run_1/power_grid.png
Pins as bars on the die edge. Tap cells in gray.
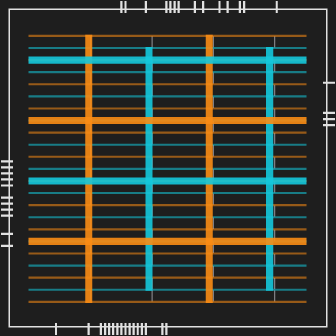
run_1/placement_by_type.png
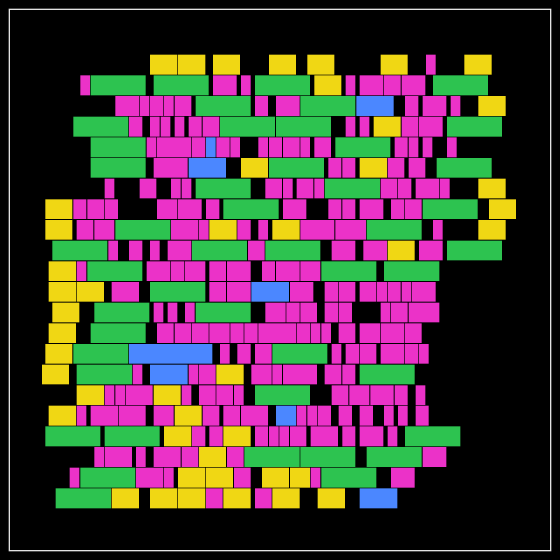
run_1/clk_routes.png
Scale bar: 20 um.
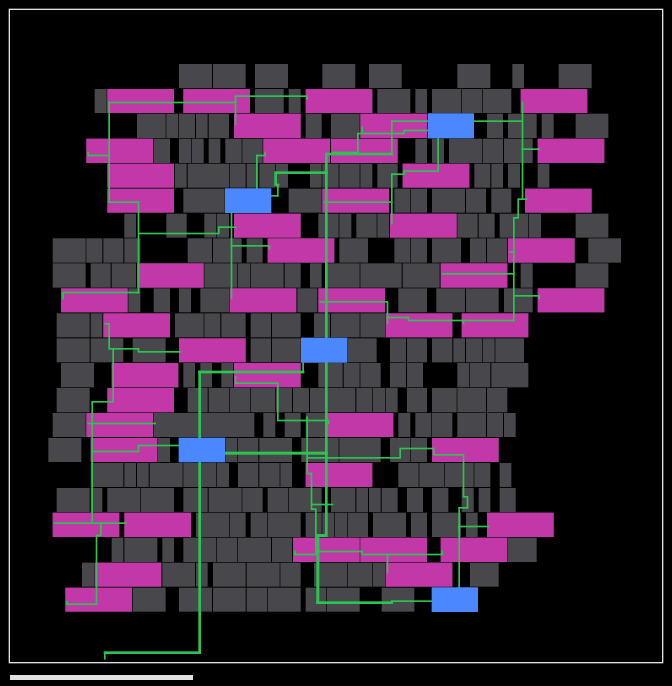
Design fifo_burst_rd_controller, sky130hd; sources not shown.
==> results_dict.tcl, run 1 <==
# collected from the flow reports
set metrics [dict create \
    run_status "finished clean" \
    report.final.setup_viol 0 \
    dp.final_hpwl_um 3681 \
    hold_viol 0 \
    period_minus_slack_ps 3449 \
    ys_cells 260 \
    synth-edff-count 0 \
    pwr-share-seq_pct 39.3 \
    worst-r2r-setup-slack_ps 4260 \
    postCtsSetupRepairBufs 0 \
    first_pass_iters 4 \
    overflow 0 \
    die-area_um2 5057 \
    wl_met1_um 2290 \
    fin_skew_ps 9.130 \
    nFillCells 278 \
    grt_pass1_wl_um 8811 \
    cts_buffers 5 \
    ys_sh_simple_pct 28.56 \
    path_clk_slew_ps 80 \
    viasPerCell 5.865 \
    powerClk_uw 198 \
    num_vias 2047 \
    yosys_warnings 0 \
    largest_register_ffs 16 \
    cp.depth 6 \
    grt-busiest-layer "met2" \
    crit_path_start_kind "input port" \
    slew_viol_final 0 \
    ys_sh_mux_pct 3.655 \
    slew_headroom_pct 21.06 \
    cp_slowest_stage_delay_ps 840 \
    drc 0 \
    yosys-top-cells-count "dfxtp_1, nor2_1, a21oi_1, nand2_1, nor3_1" \
    powerComb_uw 320 \
    tool_warnings 26 \
    htree_levels 2 \
    p_comb_share_pct 37.5 \
    final_cell_mix "dfxtp_1, clkdlybuf4s50_1, nor2_1" \
    finalNetCount 318 \
    ys_sh_adder_pct 1.713 \
    port_buffers 44 \
    setup_slack_ps 3551 \
    stdcell_count 349 \
    powerDensity_nw_per_um2 310.2 \
    fp_nets 278 \
    cp_num_buf_inv 1 \
    yosys-stat-area_um2 2191 \
    wl_per_cell_um 15.20 \
    grt_setup_unrepaired "no" \
    p_leak_nw 0.9568 \
    netlist_logic_family_top "simple AND/OR/NAND/NOR gates" \
    dpl-instance-area_um2 2641 \
    layout_top_cell "dfxtp_1" \
    cp_slowest_cell "or4b_2" \
    crit_chain "clkdlybuf4s50_1, nor3_1, a211oi_1, nand3_1, or4b_2, a31oi_1" \
    fp_util_pct 58.52 \
    p_sw_uw 308.0 \
    tns_ps 0 \
    use_met3_pct 4.545 \
    area_growth_pct 25.59 \
    pre_cts_slack_ps 3253 \
    yosysTopAreaCell "dfxtp_1" \
    r2r_cells 7 \
    grt_pass1_vias 1884 \
    xor_share_pct 6.796 \
    drtIter0Drc 124 \
    min_path_cells 2 \
    use_met2_pct 36.77 \
    worst-path-max-fanout 21 \
    root_buffer "clkbuf_8" \
    routabilityCongestion 0.8255 \
    post_synth_inst_count 260 \
    grt_max_degree 51 \
    cts_tree "done" \
    synth_seq_share_pct 42.03 \
    clockBufferDepth 2 \
    avgSynthCellArea_um2 8.426 \
    use_met1_pct 27.04 \
    top_area_share_pct 42.03 \
    internal_power_uw 545.4 \
    grt_antenna_before_repair 0 \
    track_usage_pct 21.95 \
    routed.top_layer "met4" \
    tightest_slew_ps 1176 \
    topCellsByArea "dfxtp_1, nor2_1, xnor2_1" \
    cts_resized 0 \
    p_seq_uw 336 \
    postCtsHoldBufs 0 \
    synth_flops 46 \
    most_common_cell "dfxtp_1" \
    wl_met3_um 245 \
    path_class "in -> reg" \
    hp-class "reg -> reg" \
    power_leader "sequential cells" \
    hold-worst-slack_ps 462.3 \
    worstPathRequired_ps 7230 \
    fmax_mhz 290.0 \
    drtAntennaViolNets 0 \
    fin_crit_sh_pct 49.27 \
    async_flop_share_pct 0 \
    max_cap_violations 0 \
    endpoint_kind "flip-flop" \
    n_antenna_cell 0 \
    io_pins 45 \
    p_sw_share_pct 36.09 \
    power_uw 853.4 \
    ys_sh_aoi_pct 12.91 \
    dpl.cell_count 341 \
    yosysUniqueCellTypes 38 \
    clock_sinks 46 \
    cp.arrival_ps 3680 \
    flop_cell "dfxtp_1" \
    cp_top_family "simple AND/OR/NAND/NOR gates" \
    wl_um 5305 \
    synthesis.area_um2 2191 \
    wl_met2_um 2620 \
    drive_gt1_share_pct 5.648 \
]
About power_grid.png:
VSS: in orange. VDD: in cyan.
48 tap cells. 4 straps on met5. 23 met1 rails follow the rows.
die y size: 71.12 um
peak supply drop: 0.2698 mV
die width: 71.12 um
core box area: 3744 um2

About placement_by_type.png:
sequential cells: in green, cells 46, share of their area 34%. remaining buffers and delay cells: in yellow, cells 45, share of their area 17%. combinational and other logic: in magenta, cells 202, share of their area 45%. clock drivers and dummy loads: in blue, cells 8, share of their area 4.1%.
final core occ: 73.50%
fin area: 2751 um2
row cnt: 22
flop share of the area: 33.47%

About clk_routes.png:
clock wires: in green, length 542 um. flip-flops: in magenta, count 46. clock drivers: in blue, count 5.
Position of the flops: all over the die.
Clk Latency, worst-skew pair: 310 ps
clock power share: 23.2%

## run 1: logic make-up (layout without fill, tap and decap cells)
kind of cell / after synthesis / in the layout
adders and majority gates: 3 / 3
muxes: 8 / 8
AOI/OAI and AO/OA: 44 / 44
and+or+nand+nor: 120 / 120
buffers and inverters: 22 / 63
xor gates and xnor gates: 17 / 17
DFF: 46 / 46
## run 1: final cells by class
cell class / instances / area (um2) / share of cell area, %
clock inverters: 2 / 37.54 / 1.364
multi-input cells: 192 / 1175 / 42.70
well taps: 48 / 60.06 / 2.183
clock buffers: 6 / 72.57 / 2.638
repair buffers: 45 / 447.9 / 16.28
flip-flops and latches: 46 / 920.9 / 33.47
inverters: 10 / 37.54 / 1.364
run_1/wires.png
Scale bar: 20 um.
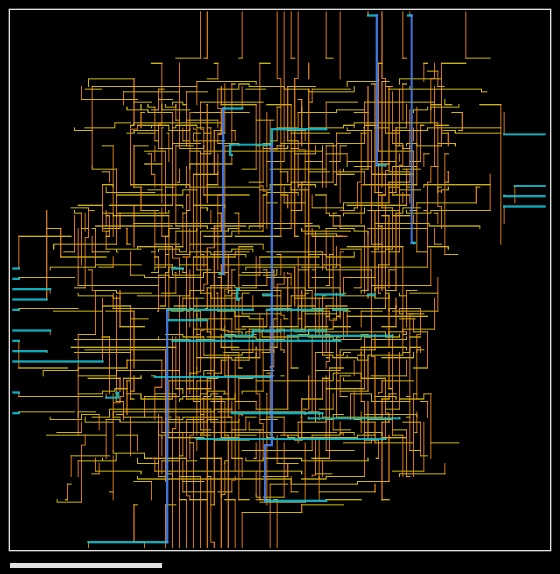

==> run 1 -> run 2 <==
--- a/config.mk
+++ b/config.mk
@@ -6,10 +6,10 @@
 export NUM_CORES = 1
 export LEC_CHECK = 0
 export CORE_MARGIN = 4
-export CORE_UTILIZATION = 55
+export CORE_UTILIZATION = 46
 export CTS_CLUSTER_DIAMETER = 80
 export DETAILED_ROUTE_END_ITERATION = 12
-export PLACE_DENSITY = 0.95
+export PLACE_DENSITY = 0.87
 export SYNTH_ARGS = -nofsm -noshare
 export SYNTH_HDL_FRONTEND = slang
 export SYNTH_SLANG_ARGS = --single-unit
==> constraint.sdc (replaced) <==
create_clock -name clk -period 3 [get_ports clk]
set_input_delay 0.45 -clock clk [delete_from_list [all_inputs] [get_ports clk]]
set_output_delay 0.45 -clock clk [all_outputs]
set_load 0.01 [all_outputs]
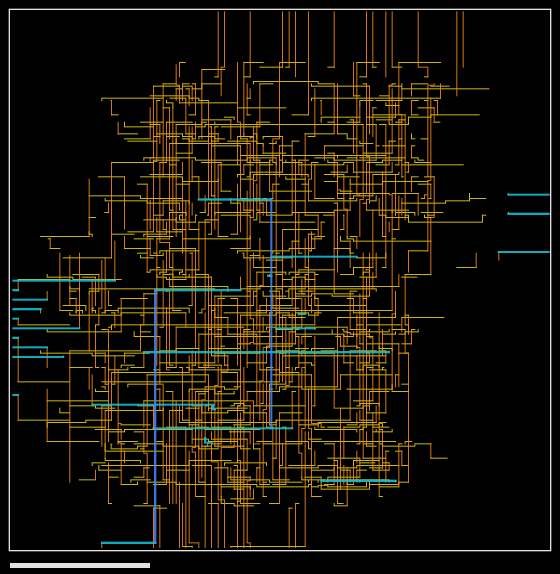
run_2/wires.png
Scale bar: 20 um.
metal 2: in orange, wire length 2,720 um. metal 3: in cyan, wire length 200 um. metal 4: in blue, wire length 68.7 um. metal 1: in yellow, wire length 2,290 um.
GRT Total Usage: 18.64%
final wirelength: 5274 um
wire per inst: 14.65 um

==> run 2 against run 1 <==
Net effect: via count down 1.9%; register-to-register slack lost 3600 ps; die size grew 17%; sequential power increased by 130%; cell area increased by 1.4%; synthesized area is the same.
==> results_dict.tcl, run 2 <==
# collected from the flow reports
set metrics [dict create \
    synth_seq_share_pct 42.03 \
    routabilityCongestion 0.8197 \
    sh_seq_area_pct 33.00 \
    topCellsByArea "dfxtp_1, nor2_1, xnor2_1" \
    wl_met1_um 2290 \
    inverters 10 \
    die-area_um2 5931 \
    tap-cell-count 52 \
    crit_chain "or4_4, or4_1, nand3_1, buf_4, a211oi_1, a211oi_1" \
    num_vias 2009 \
    worstSkewPairLatency_ps 300 \
    path_clk_slew_ps 80 \
    largest_register_ffs 16 \
    most_common_cell "dfxtp_1" \
    slew_viol_final 0 \
    viasPerCell 5.581 \
    cp_num_buf_inv 1 \
    final_cell_mix "dfxtp_1, clkdlybuf4s50_1, nor2_1" \
    cp_slowest_cell "or4_1" \
    use_met3_pct 4.450 \
    run_status "finished clean" \
    report.final.setup_viol 0 \
    die.size.y_um 77.01 \
    crit_path_start_kind "flip-flop" \
    grt_pass1_vias 1987 \
    flop_cell "dfxtp_1" \
    fin_crit_sh_pct 77.51 \
    routed.top_layer "met4" \
    min_path_cells 2 \
    layout_top_cell "dfxtp_1" \
    root_buffer "clkbuf_8" \
    hold-worst-slack_ps 475.6 \
    final_cell_area_um2 2790 \
    postCtsHoldBufs 0 \
    cp_slowest_stage_delay_ps 610 \
    fp_nets 278 \
    power_mw 1.950 \
    yosys-top-cells-count "dfxtp_1, nor2_1, a21oi_1, nand2_1, nor3_1" \
    synth_flops 46 \
    wl_met2_um 2715 \
    cts_tree "done" \
    r2r_cells 6 \
    overflow 0 \
    row_count 24 \
    yosys_warnings 0 \
    stdcell_count 360 \
    dpl-instance-area_um2 2699 \
    fp.coreArea_um2 4474 \
    p_leak_nw 0.9878 \
    tightest_slew_ps 828.8 \
    io_pins 45 \
    clock_cell_area_share_pct 3.274 \
    worstPathRequired_ps 3210 \
    tool_warnings 26 \
    nNonClkBuffers 52 \
    grt_pass1_wl_um 9066 \
    cts_buffers 5 \
    cp.depth 6 \
    top_area_share_pct 42.03 \
    first_pass_iters 4 \
    fp_util_pct 48.97 \
    async_flop_share_pct 0 \
    powerDensity_nw_per_um2 698.8 \
    tns_ps 0 \
    grt_antenna_before_repair 0 \
    avgSynthCellArea_um2 8.426 \
    logic_gate_count 192 \
    drtIter0Drc 192 \
    yosysUniqueCellTypes 38 \
    setup_slack_ps 674.8 \
    dpl.cell_count 352 \
    post-route-util_pct 62.36 \
    nFillCells 380 \
    cp.arrival_ps 2530 \
    endpoint_kind "flip-flop" \
    synth-edff-count 0 \
    cp_top_family "simple AND/OR/NAND/NOR gates" \
    design.seq.count 46 \
    area_growth_pct 27.36 \
    nClkBuffers 7 \
    die_w_um 77.01 \
    dp.final_hpwl_um 3954 \
    ir_drop_mv 0.4100 \
    fin_skew_ps 3.610 \
]
run 2: cell count changes in the layout (fill, tap and decap cells not counted):
cell and delta:
clkbuf_8 +1, clkinvlp_4 -1, buf_4 +7, bufinv_16 -1, clkinv_2 +1
run 2: kinds of logic (layout without fill, tap and decap cells):
family / count (synthesis) / count (layout) / synth area share [%]
AND-OR/OR-AND: 44 / 44 / 12.91
adder cells (fa/ha/maj): 3 / 3 / 1.713
flip-flops: 46 / 46 / 42.03
buffers and inverters: 22 / 70 / 4.341
multiplexers: 8 / 8 / 3.655
XOR/XNOR: 17 / 17 / 6.796
AND/OR/NAND/NOR: 120 / 120 / 28.56
run 2: report_power, final:
group / switching [mW] / internal [mW]
combinational: 0.426 / 0.349
clock: 0.205 / 0.186
sequential: 0.0871 / 0.696
total: 0.719 / 1.23
No activity file was given, so power comes from the tool's default toggle rates.
